drive_strength.png
Scale: 4 px per um.
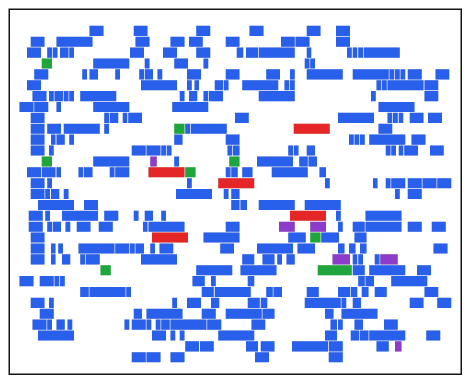
port_nets.png
Scale: 2 px per um.
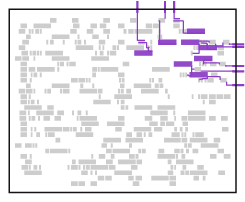
final_placement.png
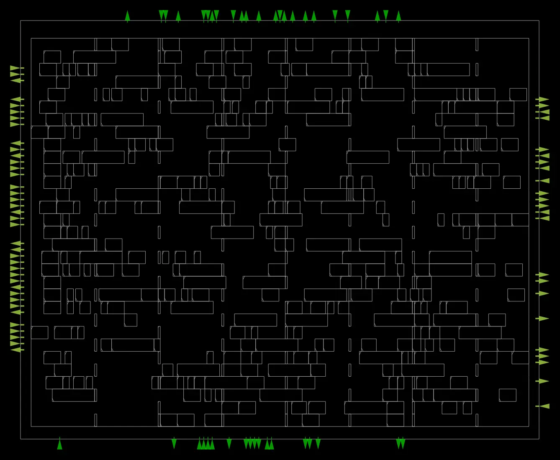
`src/rtl/alu_share_ctrl.sv`:
```
// alu_share_ctrl: round-robin sharing of one external combinational ALU between two requesters,
// with registered operands/results and a saturating completed-operation counter.
module alu_share_ctrl #(
    parameter int   DATA_W  = 8,
    parameter logic RR_INIT = 1'b0
) (
    input  logic              clk,
    input  logic              rst_n,
    input  logic              r0_valid,
    output logic              r0_ready,
    input  logic [2:0]        r0_op,
    input  logic [DATA_W-1:0] r0_x,
    input  logic [DATA_W-1:0] r0_y,
    input  logic              r1_valid,
    output logic              r1_ready,
    input  logic [2:0]        r1_op,
    input  logic [DATA_W-1:0] r1_x,
    input  logic [DATA_W-1:0] r1_y,
    output logic              rsp0_valid,
    input  logic              rsp0_ready,
    output logic              rsp1_valid,
    input  logic              rsp1_ready,
    output logic [DATA_W-1:0] rsp_result,
    output logic              rsp_overflow,
    output logic [DATA_W-1:0] alu_x,
    output logic [DATA_W-1:0] alu_y,
    output logic [2:0]        alu_judge,
    input  logic [DATA_W-1:0] alu_result,
    input  logic              alu_overflow,
    output logic              busy,
    output logic [15:0]       op_cnt
);
    localparam logic [1:0] IDLE = 2'b00;
    localparam logic [1:0] EXEC = 2'b01;
    localparam logic [1:0] RESP = 2'b10;

    logic [1:0] state;
    logic       rr_ptr;
    logic       owner;
    logic       idle;
    logic       rsp_take;

    // On contention the port named by rr_ptr wins; a lone requester always wins.
    assign idle       = state == IDLE;
    assign r0_ready   = idle & r0_valid & (~r1_valid | ~rr_ptr);
    assign r1_ready   = idle & r1_valid & (~r0_valid | rr_ptr);
    assign busy       = ~idle;
    assign rsp0_valid = (state == RESP) & ~owner;
    assign rsp1_valid = (state == RESP) & owner;
    assign rsp_take   = owner ? rsp1_ready : rsp0_ready;

    always_ff @(posedge clk or negedge rst_n) begin
        if (!rst_n) begin
            state        <= IDLE;
            rr_ptr       <= RR_INIT;
            owner        <= 1'b0;
            alu_x        <= '0;
            alu_y        <= '0;
            alu_judge    <= '0;
            rsp_result   <= '0;
            rsp_overflow <= 1'b0;
            op_cnt       <= '0;
        end else if (state == IDLE) begin
            if (r0_ready | r1_ready) begin
                alu_judge <= r1_ready ? r1_op : r0_op;
                alu_x     <= r1_ready ? r1_x : r0_x;
                alu_y     <= r1_ready ? r1_y : r0_y;
                owner     <= r1_ready;
                rr_ptr    <= ~r1_ready;
                state     <= EXEC;
            end
        end else if (state == EXEC) begin
            // Overflow is only meaningful for add/sub.
            rsp_result   <= alu_result;
            rsp_overflow <= alu_overflow & (alu_judge[2:1] == 2'b00);
            state        <= RESP;
        end else if (state == RESP) begin
            if (rsp_take) begin
                op_cnt <= op_cnt + {15'd0, ~&op_cnt};
                state  <= IDLE;
            end
        end else begin
            state <= IDLE;
        end
    end
endmodule

```
`config.mk`:
```
export PLATFORM = sky130hd
export DESIGN_NAME = alu_share_ctrl
export DESIGN_NICKNAME = d
export VERILOG_FILES = /design/src/rtl/alu_share_ctrl.sv
export SDC_FILE = /design/constraint.sdc
export NUM_CORES = 1
export LEC_CHECK = 0
export CELL_PAD_IN_SITES_DETAIL_PLACEMENT = 0
export CELL_PAD_IN_SITES_GLOBAL_PLACEMENT = 2
export CORE_ASPECT_RATIO = 0.8
export CORE_MARGIN = 2
export CORE_UTILIZATION = 23
export CTS_CLUSTER_DIAMETER = 30
export DETAILED_ROUTE_END_ITERATION = 8
export PLACE_DENSITY_LB_ADDON = 0.1
export SLEW_MARGIN = 20
export SYNTH_ARGS = -nofsm -noshare
export SYNTH_HDL_FRONTEND = slang
export SYNTH_SLANG_ARGS = --single-unit
```
`constraint.sdc`:
```
create_clock -name clk -period 2.59 [get_ports clk]
set_input_delay 0.259 -clock clk [delete_from_list [all_inputs] [get_ports clk]]
set_output_delay 0.259 -clock clk [all_outputs]
set_load 0.03 [all_outputs]
```
==> summary.txt <==
Summary of the current implementation state.

- The number of diodes is 0, for reference.
- Traced cell by cell, the critical path runs through nor2_1, nand2_1, a21oi_1, clkdlybuf4s50_1.
- The capturing instance or port of the critical path is r0_ready, for reference.
- The number of placed instances with taps included is roughly 440, for reference.
- The type of the setup path with the least slack is flop to output pin, for reference.
- The count of H-tree levels built during CTS is 2, for reference.
- The clock tree buffer depth is 2, for reference.
- The number of antenna violations at the first check in global routing is 0.
- The share of the synthesized netlist area taken by xor and xnor gates is 0.0565, for reference.
- The worst clock skew is 0.00818 ns, for reference.
- The run finished with clean final reports.
- The kind of cell with the highest combined delay along the critical path is buffers and inverters.
- The number of cells on the worst reg-to-reg path is 8.
- The routed wire length on met3 is about 660 um, for reference.
- Entering global routing, the biggest net connects 39 pins.
- From bottom edge to top edge, the die measures just over 90 um.
- The areal power density over the cells is between 1000 and 1500 mW/mm2, for reference.
- Of all the cell area in the finished design, non-clock buffers hold 0.306.
- After technology mapping, the gate count stands at between 200 and 250.
- The number of flops mapped to enable cells by yosys is 0, for reference.
- The power in the clock group is roughly 0.0006 W, for reference.
- Internal power comes to ~0.0022 W.
- The number of pins exceeding their max-slew limit in the final report is 0, for reference.
- The layout has 6 clock buffers.
- The worst-case vdd ir drop is 0.000585 V, for reference.
- After detailed routing, the average wire length per cell comes to about 14 um.
- The number of global-route vias before repair came to roughly 1900.
- After synthesis the cells add up to roughly 0.0022 mm2.
- The global routing report lists combined usage of all routing layers as 0.123.
- The script extracted a net switching power of between 0.0015 and 0.002 W.
- The chip area in the Yosys report is roughly 0.0022 mm2, for reference.
- After clock tree synthesis, the repair step resized 0 gates.
- The script reports the combined buffer and inverter count of the critical path as 1.
- op_cnt holds more flip-flops than any other register.
- The fraction of the mapped netlist area in compound gates is 0.0720, for reference.
- Leaving out buffers and inverters, the combinational logic in the layout accounts for 908 um2.
- The relative contribution of combinational cells to total power is 0.520, for reference.
- The largest fanout on the critical path is 6, for reference.
- For the pin with the worst max-slew slack, the measured transition is 0.749 ns.
- According to the timing report, the arrival time at the worst endpoint equals 1.99 ns.
- Counting buffers and inverters, the worst setup path is 4 cells deep.
- On the final layout, the worst hold slack is about 0.44 ns.
- The routing usage on met2 is 0.181, for reference.
- The total die size is 0.0102 mm2, for reference.
- Ranking logic cells in the layout by count gives the top entries 99 x sky130_fd_sc_hd__clkdlybuf4s50_1, 70 x sky130_fd_sc_hd__nand2_1, 48 x sky130_fd_sc_hd__dfrtp_1.
- The Yosys step of the flow raised 0 warnings.
- Of the total power, registers draw 0.323.
- The prevailing post-synth register cell is sky130_fd_sc_hd__dfrtp_1, for reference.
- The number of nets still failing antenna checks after routing is 0, for reference.
- Derived from the worst setup path, the maximum achievable clock frequency is between 400 and 500 MHz.
- In this run, the synthesized area fraction spent on adder and majority cells is recorded as 0.0173.
- In the final design database the tool counted 393 nets.
- The first-pass GRT wire length is about 10000 um, for reference.
- The power in sequential cells is ~0.0013 W, for reference.
- The logic gate fraction of the total cell area is 0.262, for reference.
- For reference, the top logic cell family by area is simple AND/OR/NAND/NOR gates.
- The area of placed instances is 0.00332 mm2, for reference.
- The count of cell types in the netlist is 26, for reference.
- In the floorplan report the effective utilization is 0.238.
- The source of the critical timing path is state[1], for reference.
- The largest stage delay on the critical path is roughly 0.70 ns, for reference.
- In the synthesized netlist the async set-or-reset flop fraction comes to 1.00.
- For this run, the detailed router's first-pass iteration total came to 4.
- Per the skew report, the later register of the worst-skew pair sees a clock latency of ~0.28 ns.
- The cell with the biggest individual delay on the critical path is sky130_fd_sc_hd__clkdlybuf4s50_1, for reference.
- The clock transition at the registers of the reported paths is 0.06 ns, for reference.
- Per the Yosys statistics, synthesis produced 233 cells.
- The design draws 0.00391 W.
- The number of vias per cell is between 4 and 5, for reference.
- The script computed the net switching share of total power as 0.430.
- The layout cell share with drive strength beyond 1 is 0.0564, for reference.
- The clock tree from TritonCTS is built, for reference.
- The final-layout clock-cell area share is 0.0387, for reference.
- The number of flip-flops under the largest register name is 16, for reference.
- Of the total synthesized cell area, the portion taken by AND, OR, NAND and NOR gates is 0.258.
- The required time at the worst endpoint is listed as around 2.3 ns.
- The capture point of the worst register-to-register path is recorded as op_cnt[12].
- In the finished design, the share of the clock period the worst path needs comes to 0.869.
- Averaged over all synthesized cells, the footprint is 9.32 um2.
- met1 track demand over resource after global routing is 0.165.
- The tree is rooted in a sky130_fd_sc_hd__clkbuf_16.
- Measured against its own limit, the worst slew margin works out to 0.486.
- The largest power group is combinational cells, for reference.
- Across the whole layout, storage elements account for between 0.001 and 0.0015 mm2.
- Warnings raised by the tools during the run amount to 27.
- The routability-driven placement congestion ratio is about 0.7, for reference.
- The post-synth net total is 289, for reference.
- The register area share after synthesis is 0.553, for reference.
- The number of multi-input combinational cells in the layout is around 170, for reference.
- The cell taking the most area after synthesis is sky130_fd_sc_hd__dfrtp_1, for reference.
- The fraction of met3 tracks used by global routing is 0.0517, for reference.
- The final sum of negative setup slack is 0 ns, for reference.
- Summed over all combinational cells, the power is just over 0.002 W.
- The number of vias after detailed routing is between 1500 and 2000, for reference.
- By area the synthesized netlist is led by sky130_fd_sc_hd__dfrtp_1 55%, sky130_fd_sc_hd__nand2_1 12%, sky130_fd_sc_hd__a31oi_1 5.8%.
- The launching element type of the critical path is a flop, for reference.
- Per the finish-stage timing summary, setup violations number 0.
- The pre-CTS setup slack is 0.478 ns, for reference.
- The die width is ~110 um, for reference.
- The global-route layer with the greatest usage is met2, for reference.
- The number of buffers added by the clock tree synthesis step is 5, for reference.
- The hold violation total from the final report is 0, for reference.
- By count the netlist is led by 70 x sky130_fd_sc_hd__nand2_1, 48 x sky130_fd_sc_hd__dfrtp_1, 26 x sky130_fd_sc_hd__nor2_1.
- The cell class with the largest area share is flip-flops and latches, for reference.
- The part of the power in the clock network is 0.158, for reference.
- The count of routing violations after the opening detailed-route iteration is 110, for reference.
- Synthesis inferred 48 register bits.
- The placement row count is 31, for reference.
- The layout report gives the register share of total cell area as 0.347.
- TritonRoute reported its final design rule violation total as 0.
- The number of post-CTS setup repair buffers is 0, for reference.
- The setup check on the worst reg-to-reg path leaves a slack of roughly 0.5 ns.
- The share of synthesized area spent on multiplexers is 0.0150, for reference.
- In this run the maximum-capacitance check reported violations numbering 0.
- The wire length the detailed router placed on met1 is roughly 2900 um, for reference.
- In the final layout, excluding clock inverters the inverter count is 4.
- The total congestion overflow after global routing is 0, for reference.
- The launch point of the worst register-to-register path is recorded as op_cnt[7].
- The critical path capture point type is an output pin, for reference.
- The total of hold buffers inserted after clock tree synthesis is 1, for reference.
- The detailed router used layers up to and including met4.
- The total length of routed wires is 6190 um, for reference.
- The amount of wire on met2 after detailed routing is 2620 um, for reference.
- The number of standard cells in the final layout excluding fillers is around 450, for reference.
- The most common library cell in the layout ignoring fill and taps is sky130_fd_sc_hd__clkdlybuf4s50_1, for reference.
- CTS saw 48 sinks.
- The final timing report derives a shortest allowable period of 2.25 ns.
- The final HPWL from detailed placement is roughly 4500 um, for reference.
- Setup repair after global routing left no endpoint under its margin.
- The static leakage is ~1.5 nW, for reference.
- The path category of the worst min-delay check is primary input to async pin, for reference.
## Picture notes: drive_strength.png
[drive 6 and up] red | cells: 5 | most used: clkbuf_16
[drive 3 to 4] green | cells: 8 | most used: buf_4
[drive 1 or less] blue | cells: 318 | most used: clkdlybuf4s50_1
[drive 2] purple | cells: 6
worst setup slack after layout: 0.339 ns
Buffers excl. clock: 108
Area growth, synth to finish: 59.4%
cell area after layout: 0.00346 mm2

## Picture notes: port_nets.png
[rsp_result] purple | bits: 8 | direction: output | edge: 5 east, 3 north | end cells: 8 | buffers: 8 | wire: 191 um
number of input and output port buffers inserted: 101
number of placed I/O pins: 102

## Picture notes: final_placement.png
Tap Cells: 115
Finished Core Util: 0.380
filler cell count in the final layout: 939
Core Footprint: 0.00911 mm2
flip-flops: 48

Power is estimated from default activity; no workload was simulated.
